Fig. 1: run 1, the metal 1 layer
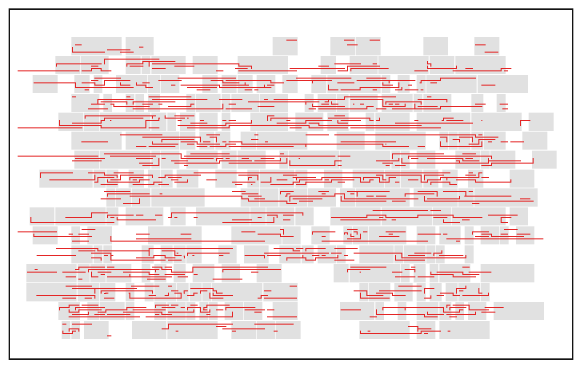
Fig. 2: run 1, signal wires on met2
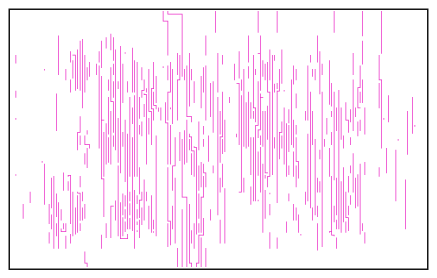
Fig. 3: run 1, the metal 3 layer
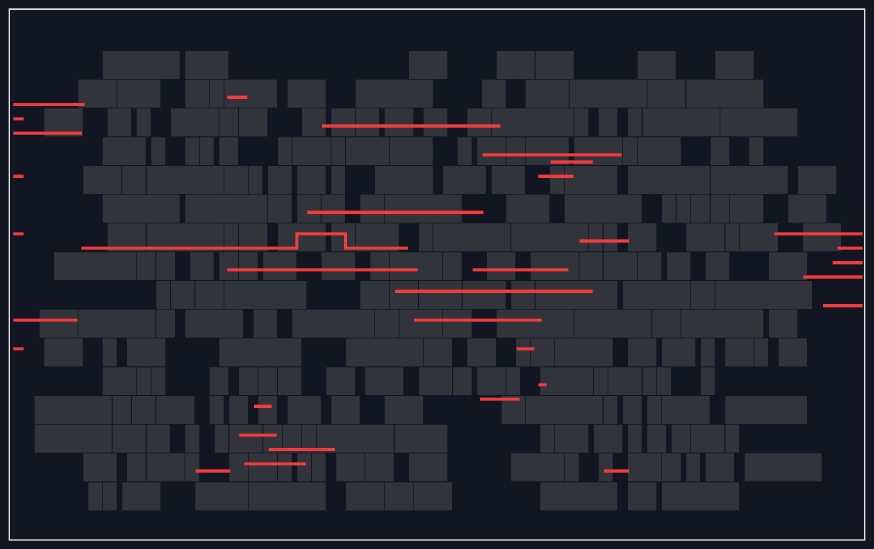
## src/rtl/conbus_arb_rr.sv

```systemverilog
// Round-robin Wishbone bus arbiter with a stall watchdog.
// Grants are held for a whole cyc; a stalled transfer is ended with a one-cycle err and masked.
module conbus_arb_rr #(
  parameter int unsigned N_MASTERS = 2,
  parameter int unsigned IDX_W     = 1,
  parameter int unsigned TIMEOUT   = 255,
  parameter int unsigned CNT_W     = 8
) (
  input  logic                 sys_clk,
  input  logic                 sys_rst,
  input  logic [N_MASTERS-1:0] req,
  input  logic                 stb,
  input  logic                 ack,
  output logic [N_MASTERS-1:0] gnt,
  output logic [N_MASTERS-1:0] err,
  output logic                 mask,
  output logic [15:0]          to_count,
  output logic [IDX_W-1:0]     last_to
);

  typedef enum logic [1:0] {StIdle, StBusy, StErr, StDrain} state_e;

  state_e               state_q, state_d;
  logic [IDX_W-1:0]     holder_q, holder_d;
  logic [N_MASTERS-1:0] gnt_q, gnt_d;
  logic [CNT_W-1:0]     cnt_q, cnt_d;
  logic [15:0]          to_count_q, to_count_d;
  logic [IDX_W-1:0]     last_to_q, last_to_d;

  logic [N_MASTERS-1:0] holder_oh;
  logic                 req_hold;
  logic                 stall;

  logic [IDX_W:0]       start;
  logic [IDX_W:0]       sum;
  logic [IDX_W-1:0]     off;
  logic [N_MASTERS-1:0] req_rot;
  logic [IDX_W-1:0]     pick;
  logic [N_MASTERS-1:0] pick_oh;
  logic                 pick_vld;

  assign holder_oh = N_MASTERS'(1) << holder_q;
  assign req_hold  = |(req & holder_oh);
  assign stall     = (state_q == StBusy) && req_hold && stb && !ack;

  // Rotate req so the master after the holder sits at bit 0; the holder lands at the top bit
  // and is therefore checked last.
  always_comb begin
    start = {1'b0, holder_q} + (IDX_W+1)'(1);
    if (start >= (IDX_W+1)'(N_MASTERS)) start = '0;
    req_rot  = N_MASTERS'({req, req} >> start);
    pick_vld = |req;
    off      = '0;
    for (int k = N_MASTERS - 1; k >= 0; k--) begin
      if (req_rot[k]) off = IDX_W'(k);
    end
    sum = start + {1'b0, off};
    if (sum >= (IDX_W+1)'(N_MASTERS)) sum = sum - (IDX_W+1)'(N_MASTERS);
    pick    = sum[IDX_W-1:0];
    pick_oh = N_MASTERS'(1) << pick;
  end

  always_comb begin
    state_d    = state_q;
    holder_d   = holder_q;
    gnt_d      = gnt_q;
    cnt_d      = '0;
    to_count_d = to_count_q;
    last_to_d  = last_to_q;
    unique case (state_q)
      StIdle: begin
        if (pick_vld) begin
          gnt_d    = pick_oh;
          holder_d = pick;
          state_d  = StBusy;
        end
      end
      StBusy, StDrain: begin
        if (!req_hold) begin
          // Release: hand straight over to the next requester, or go idle.
          if (pick_vld) begin
            gnt_d    = pick_oh;
            holder_d = pick;
            state_d  = StBusy;
          end else begin
            gnt_d   = '0;
            state_d = StIdle;
          end
        end else if (stall) begin
          if (TIMEOUT != 0 && cnt_q == CNT_W'(TIMEOUT - 1)) begin
            state_d    = StErr;
            to_count_d = (to_count_q == 16'hFFFF) ? to_count_q : to_count_q + 16'd1;
            last_to_d  = holder_q;
          end else begin
            cnt_d = cnt_q + CNT_W'(1);
          end
        end
      end
      StErr: state_d = StDrain;
      default: state_d = StIdle;
    endcase
  end

  always_ff @(posedge sys_clk) begin
    if (sys_rst) begin
      state_q    <= StIdle;
      holder_q   <= '0;
      gnt_q      <= '0;
      cnt_q      <= '0;
      to_count_q <= '0;
      last_to_q  <= '0;
    end else begin
      state_q    <= state_d;
      holder_q   <= holder_d;
      gnt_q      <= gnt_d;
      cnt_q      <= cnt_d;
      to_count_q <= to_count_d;
      last_to_q  <= last_to_d;
    end
  end

  assign gnt      = gnt_q;
  assign err      = (state_q == StErr) ? holder_oh : '0;
  assign mask     = (state_q == StErr) || (state_q == StDrain);
  assign to_count = to_count_q;
  assign last_to  = last_to_q;

endmodule

```

## config.mk

```make
export PLATFORM = sky130hd
export DESIGN_NAME = conbus_arb_rr
export DESIGN_NICKNAME = d
export VERILOG_FILES = /design/src/rtl/conbus_arb_rr.sv
export SDC_FILE = /design/constraint.sdc
export NUM_CORES = 1
export LEC_CHECK = 0
export CAP_MARGIN = 10
export CORE_ASPECT_RATIO = 0.6
export CORE_MARGIN = 2
export CORE_UTILIZATION = 47
export DETAILED_ROUTE_END_ITERATION = 6
export PLACE_DENSITY_LB_ADDON = 0.05
export SLEW_MARGIN = 10
export SYNTH_ARGS = -nofsm -noshare
export SYNTH_HDL_FRONTEND = slang
export SYNTH_SLANG_ARGS = --single-unit
export TNS_END_PERCENT = 30
```

## constraint.sdc

```tcl
create_clock -name sys_clk -period 2 [get_ports sys_clk]
set_input_delay 0.3 -clock sys_clk [delete_from_list [all_inputs] [get_ports sys_clk]]
set_output_delay 0.3 -clock sys_clk [all_outputs]
set_load 0.03 [all_outputs]
```

==> impl_metrics.toml, run 1 <==
# flow metrics
[timing]
setup_ws_ps = -1.70
min_period_ps = 2000
tns_ps = -1.70
setup_viol = 1
worst_pin_slew_ps = 601
skew_ps = 6.90
hold_ws_ps = 465

[clock_tree]
post_cts_buffers = 0
clockRootBuffer = "clkbuf_8"
hold_buffers = 0
cts_max_level = 2
path_clk_slew_ps = 70

[setup_path]
critical_path.slowest_cell = "or4_4"
cp-endpoint = "to_count[9]"
ff2ff_setup_slack_ps = -2
rr_worst_depth = 4
worstSetupStartpoint = "cnt_q[3]"
start_kind = "flip-flop"
cp_num_cells = 4

[floorplan]
chipArea_sq_mm = 0.00405
die_y_um = 50.1
fp_util_pct = 50.0

[synthesis]
ys_sh_mux_pct = 9.33
area_leaders = "dfxtp_1, nor2_1, nor2b_1, mux2_1, mux2_2"
top_area_share_pct = 36.1
synthCells = 203
topCombFamilyByArea = "simple AND/OR/NAND/NOR gates"
netlist_area_sq_mm = 0.00166
yosys_warnings = 0

[cells_and_area]
antenna_cells = 0
area_dominant_class = "multi-input combinational cells"
sh_seq_area_pct = 25.6
instances_no_fill = 297

[power]
switchingPower_mw = 0.321
combPwrFrac_pct = 9.9
p_clk_share_pct = 41.6
p_leak_nw = 0.859

[placed_design]
globalplace.congestion = 0.814

[run]
maxCapViolations = 0

[grt]
gr-total-overflow = 0
grt_max_degree = 36

[route]
drc_errors = 0
via_per_inst = 5.54
met3_length_um = 217
wl_met2_mm = 2.12

[status]
violations = "negative setup slack"
status = "complete, but fails checks"
-- Fig. 1 (at the start) --
share of all routed wire	46%
longest straight run	36.8 um
total wire length: 4.53 mm
met1 usage: 31.5%

-- Fig. 2 (at the start) --
share of all routed wire	47%
main direction	vertical
nets with wire on the layer	221
via count: 1,646
global routing usage on met2: 35.4%

-- Fig. 3 (at the start) --
wire length on this layer	217 um
nets with wire on the layer	23
longest straight run	20.2 um
met3 usage: 5.49%

Fig. 4: run 1, where the registers sit
Scale bar: 20 um. Other sequential cells in the stronger gray, the rest of the logic in the fainter gray.
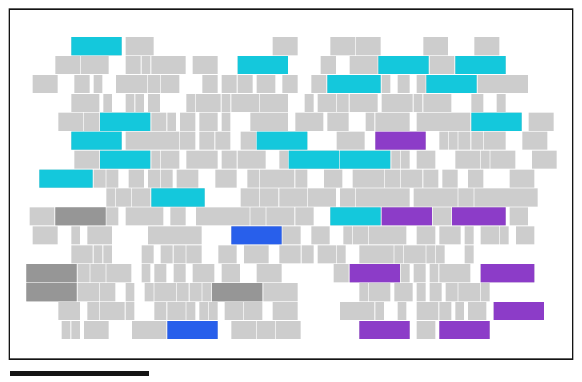

==> inputs of run 2 (changes only) <==
--- a/config.mk
+++ b/config.mk
@@ -8,7 +8,8 @@
 export CAP_MARGIN = 10
 export CORE_ASPECT_RATIO = 0.6
 export CORE_MARGIN = 2
-export CORE_UTILIZATION = 47
+export CORE_UTILIZATION = 49
+export CTS_BUF_LIST = sky130_fd_sc_hd__clkbuf_8
 export DETAILED_ROUTE_END_ITERATION = 6
 export PLACE_DENSITY_LB_ADDON = 0.05
 export SLEW_MARGIN = 10
Fig. 5: run 2, where the registers sit
Scale bar: 20 um. Other sequential cells in the stronger gray, the rest of the logic in the fainter gray.
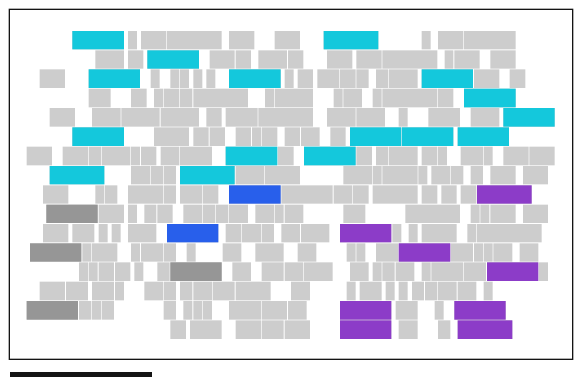
color	netlist name	placed flops
purple	`cnt_q`	8
blue	`state_q`	2
cyan	`to_count`	16
Seq/total area: 25.4%
sequential cell area: 607 sq um
fin util: 73.8%

Fig. 6: run 2, the metal 3 layer
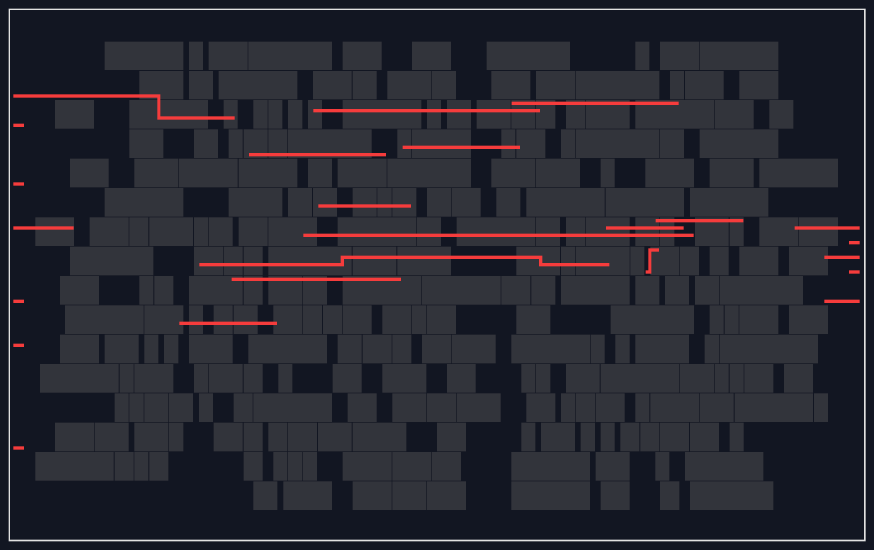
share of all routed wire	5.5%
longest straight run	35.9 um
main direction	horizontal
nets with wire on the layer	22
via count: 1,613
met3 usage: 6.30%

==> run 2 against run 1 <==
Effect of this change:
- the run now ends clean
- first-iteration DRC count decreased by 32%
- non-clock buffer count unchanged
- die area decreased by 3.8%
- wire length decreased by 7.6%
- flip-flop count unchanged
- clock-buffer cell count decreased by 2
- synthesized cell count unchanged
- area after synthesis unchanged
- fmax increased by 0.53%
- critical path type is now in -> reg
==> impl_metrics.toml, run 2 <==
# flow metrics
[status]
status = "finished clean"

[route]
drc_errors = 0
met3_length_um = 228
via_per_inst = 5.45
drt-initial-drc-count = 79
wl_met2_mm = 1.92
ant_nets = 0
wl_per_cell_um = 14.1
wirelength_mm = 4.18

[power]
p_leak_nw = 0.890
switchingPower_mw = 0.278
cellPowerDensity_mw_per_mm2 = 489
ir_worst_vdd_mv = 0.346
combPwrFrac_pct = 10.6
pg_seq_mw = 0.612
p_comb_mw = 0.124
p_clk_share_pct = 37.2

[floorplan]
fp_util_pct = 51.3
ios = 28
die_w_um = 79.2
die_y_um = 49.1
rows = 16
chipArea_sq_mm = 0.00389
nWellTaps = 45

[timing]
tns_ps = 0
hold_ws_ps = 480
setup_viol = 0
setup_ws_ps = 8.77
min_period_ps = 1990
skew_ps = 3.33
period_used_pct = 99.6
worst_pin_slew_ps = 609

[clock_tree]
clkLatencyLatePin_ps = 270
cts_max_level = 2
cts_sinks = 30
path_clk_slew_ps = 60
numCtsBuffers = 5
hold_buffers = 0
post_cts_buffers = 0
clockRootBuffer = "clkbuf_8"

[grt]
globalRouteMet2Util_pct = 33.9
gr-total-overflow = 0
use_met1_pct = 30.6
grt_max_degree = 36

[synthesis]
postSynthSeqShare_pct = 36.1
top_area_share_pct = 36.1
synthAdderAreaFrac_pct = 2.26
netlist_area_sq_mm = 0.00166
flop_cell = "dfxtp_1"
ys_cells = 203
yosys_warnings = 0
area_leaders = "dfxtp_1, nor2_1, nor2b_1, mux2_1, mux2_2"
ys_sh_mux_pct = 9.33
topCombFamilyByArea = "simple AND/OR/NAND/NOR gates"
postSynthAreaPerCell_sq_um = 8.19
synthCells = 203
synthArstFlopShare_pct = 0

[cells_and_area]
n_all_inverters = 6
postLayoutCellArea_sq_mm = 0.00239
flops = 30
area_dominant_class = "multi-input combinational cells"
fin_nets = 260
antenna_cells = 0
instances_no_fill = 296

[placed_design]
dpl-instance-area_sq_mm = 0.00215
dp_hpwl_mm = 2.92
globalplace.congestion = 0.848
dp_slack_ps = -331

[setup_path]
r2r_end = "to_count[9]"
critical_path.slowest_cell = "or4_4"
rr_worst_depth = 7
cp-endpoint = "to_count[9]"
start_kind = "input port"
cp_slowest_stage_delay_ps = 590
cp_num_cells = 6
ff2ff_setup_slack_ps = 20
worstSetupStartpoint = "req[0]"

[run]
maxCapViolations = 0

[worst_hold_path]
whs_path_depth = 2
Fig. 7: run 2, congestion heat map
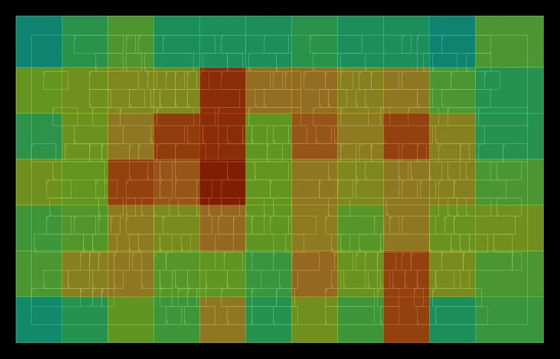

==> inputs of run 3 (changes only) <==
--- a/config.mk
+++ b/config.mk
@@ -12,6 +12,7 @@
 export CTS_BUF_LIST = sky130_fd_sc_hd__clkbuf_8
 export DETAILED_ROUTE_END_ITERATION = 6
 export PLACE_DENSITY_LB_ADDON = 0.05
+export SKIP_LAST_GASP = 1
 export SLEW_MARGIN = 10
 export SYNTH_ARGS = -nofsm -noshare
 export SYNTH_HDL_FRONTEND = slang
Fig. 8: run 3, congestion heat map
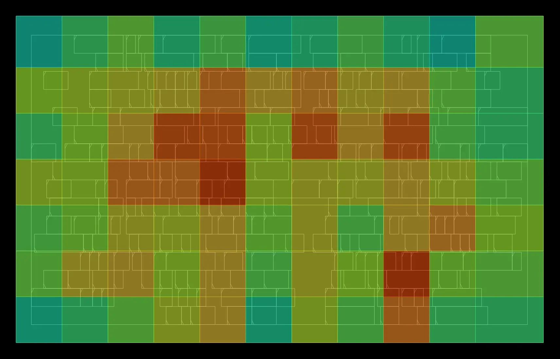
met1 usage: 30.5%
global routing usage on met2: 33.9%
gr usage total: 21.8%
Wirelength per Cell: 14.5 um

==> run 3 against run 2 <==
Effect of this change:
- the flow now finishes with violations (negative setup slack)
- sequential power about the same
- critical path type unchanged
- flip-flop count did not move
- setup slack worse by 35 ps
- largest cell class unchanged
- die area stayed put
- utilization down 0.50 points
- fmax decreased by 1.7%
==> impl_metrics.toml, run 3 <==
# flow metrics
[placed_design]
globalplace.congestion = 0.848
dp_slack_ps = -331
dpl-instance-area_sq_mm = 0.00215

[power]
p_clk_share_pct = 37.2
ir_worst_vdd_mv = 0.349
combPwrFrac_pct = 10.5
total_power_mw = 1.17
p_comb_mw = 0.123
switchingPower_mw = 0.278
cellPowerDensity_mw_per_mm2 = 492
p_leak_nw = 0.868

[clock_tree]
numCtsBuffers = 5
cts_max_level = 2
clkLatencyLatePin_ps = 270
post_cts_buffers = 0
cts_sinks = 30
hold_buffers = 0
clockRootBuffer = "clkbuf_8"
path_clk_slew_ps = 60

[synthesis]
ys_sh_mux_pct = 9.33
mappedNetlistNets = 212
postSynthAreaPerCell_sq_um = 8.19
flop_cell = "dfxtp_1"
synthCells = 203
synthAdderAreaFrac_pct = 2.26
postSynthSeqShare_pct = 36.1
synthArstFlopShare_pct = 0
topCombFamilyByArea = "simple AND/OR/NAND/NOR gates"
top_area_share_pct = 36.1
yosys_area_sq_mm = 0.00166
ys_cells = 203
area_leaders = "dfxtp_1, nor2_1, nor2b_1, mux2_1, mux2_2"
yosys_warnings = 0

[timing]
worst_pin_slew_ps = 617
period_used_pct = 101
skew_ps = 2.27
hold_ws_ps = 480
setup_viol = 3
setup_ws_ps = -25.9
tns_ps = -52.9
min_period_ps = 2030

[floorplan]
ios = 28
chipArea_sq_mm = 0.00389
fp_util_pct = 51.3
rows = 16
die_y_um = 49.1
nWellTaps = 45
die_w_um = 79.2

[setup_path]
start_kind = "input port"
critical_path.slowest_cell = "or4_4"
r2r_end = "to_count[6]"
cp_slowest_stage_delay_ps = 570
cp_num_cells = 5
worstSetupStartpoint = "ack"
ff2ff_setup_slack_ps = 0
critPathTopFamily = "simple AND/OR/NAND/NOR gates"
cp-endpoint = "to_count[6]"

[cells_and_area]
area_dominant_class = "multi-input combinational cells"
nMultiInputCombCells = 156
n_all_inverters = 6
flops = 30
sh_comb_area_pct = 48.4
regArea_sq_um = 607
antenna_cells = 0
postLayoutCellArea_sq_mm = 0.00238
instances_no_fill = 294
syn_to_final_growth_pct = 43.0

[grt]
gr-total-overflow = 0
met3_usage_pct = 6.30
grt_max_degree = 36

[route]
wl_met2_mm = 1.98
drc_errors = 0
num_vias = 1620
wirelength_mm = 4.27
met3_length_um = 165
ant_nets = 0
drt-initial-drc-count = 51

[run]
maxCapViolations = 0

[status]
status = "complete, but fails checks"
violations = "negative setup slack"
Fig. 9: run 3, where the registers sit
Scale bar: 20 um. Other sequential cells in the stronger gray, the rest of the logic in the fainter gray.
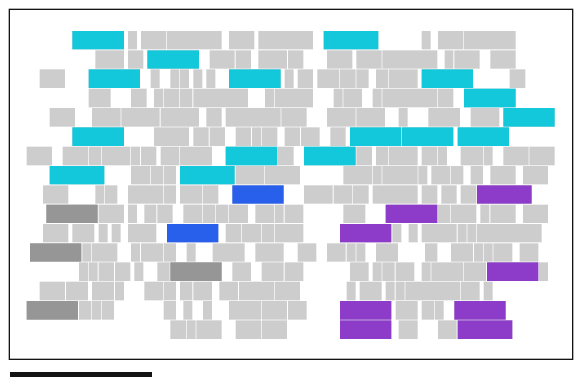
color	netlist name	placed flops
blue	`state_q`	2
cyan	`to_count`	16
purple	`cnt_q`	8
sequential logic power: 0.612 mW
Seq/total area: 25.5%
fin util: 73.3%

Power is estimated from default activity; no workload was simulated.
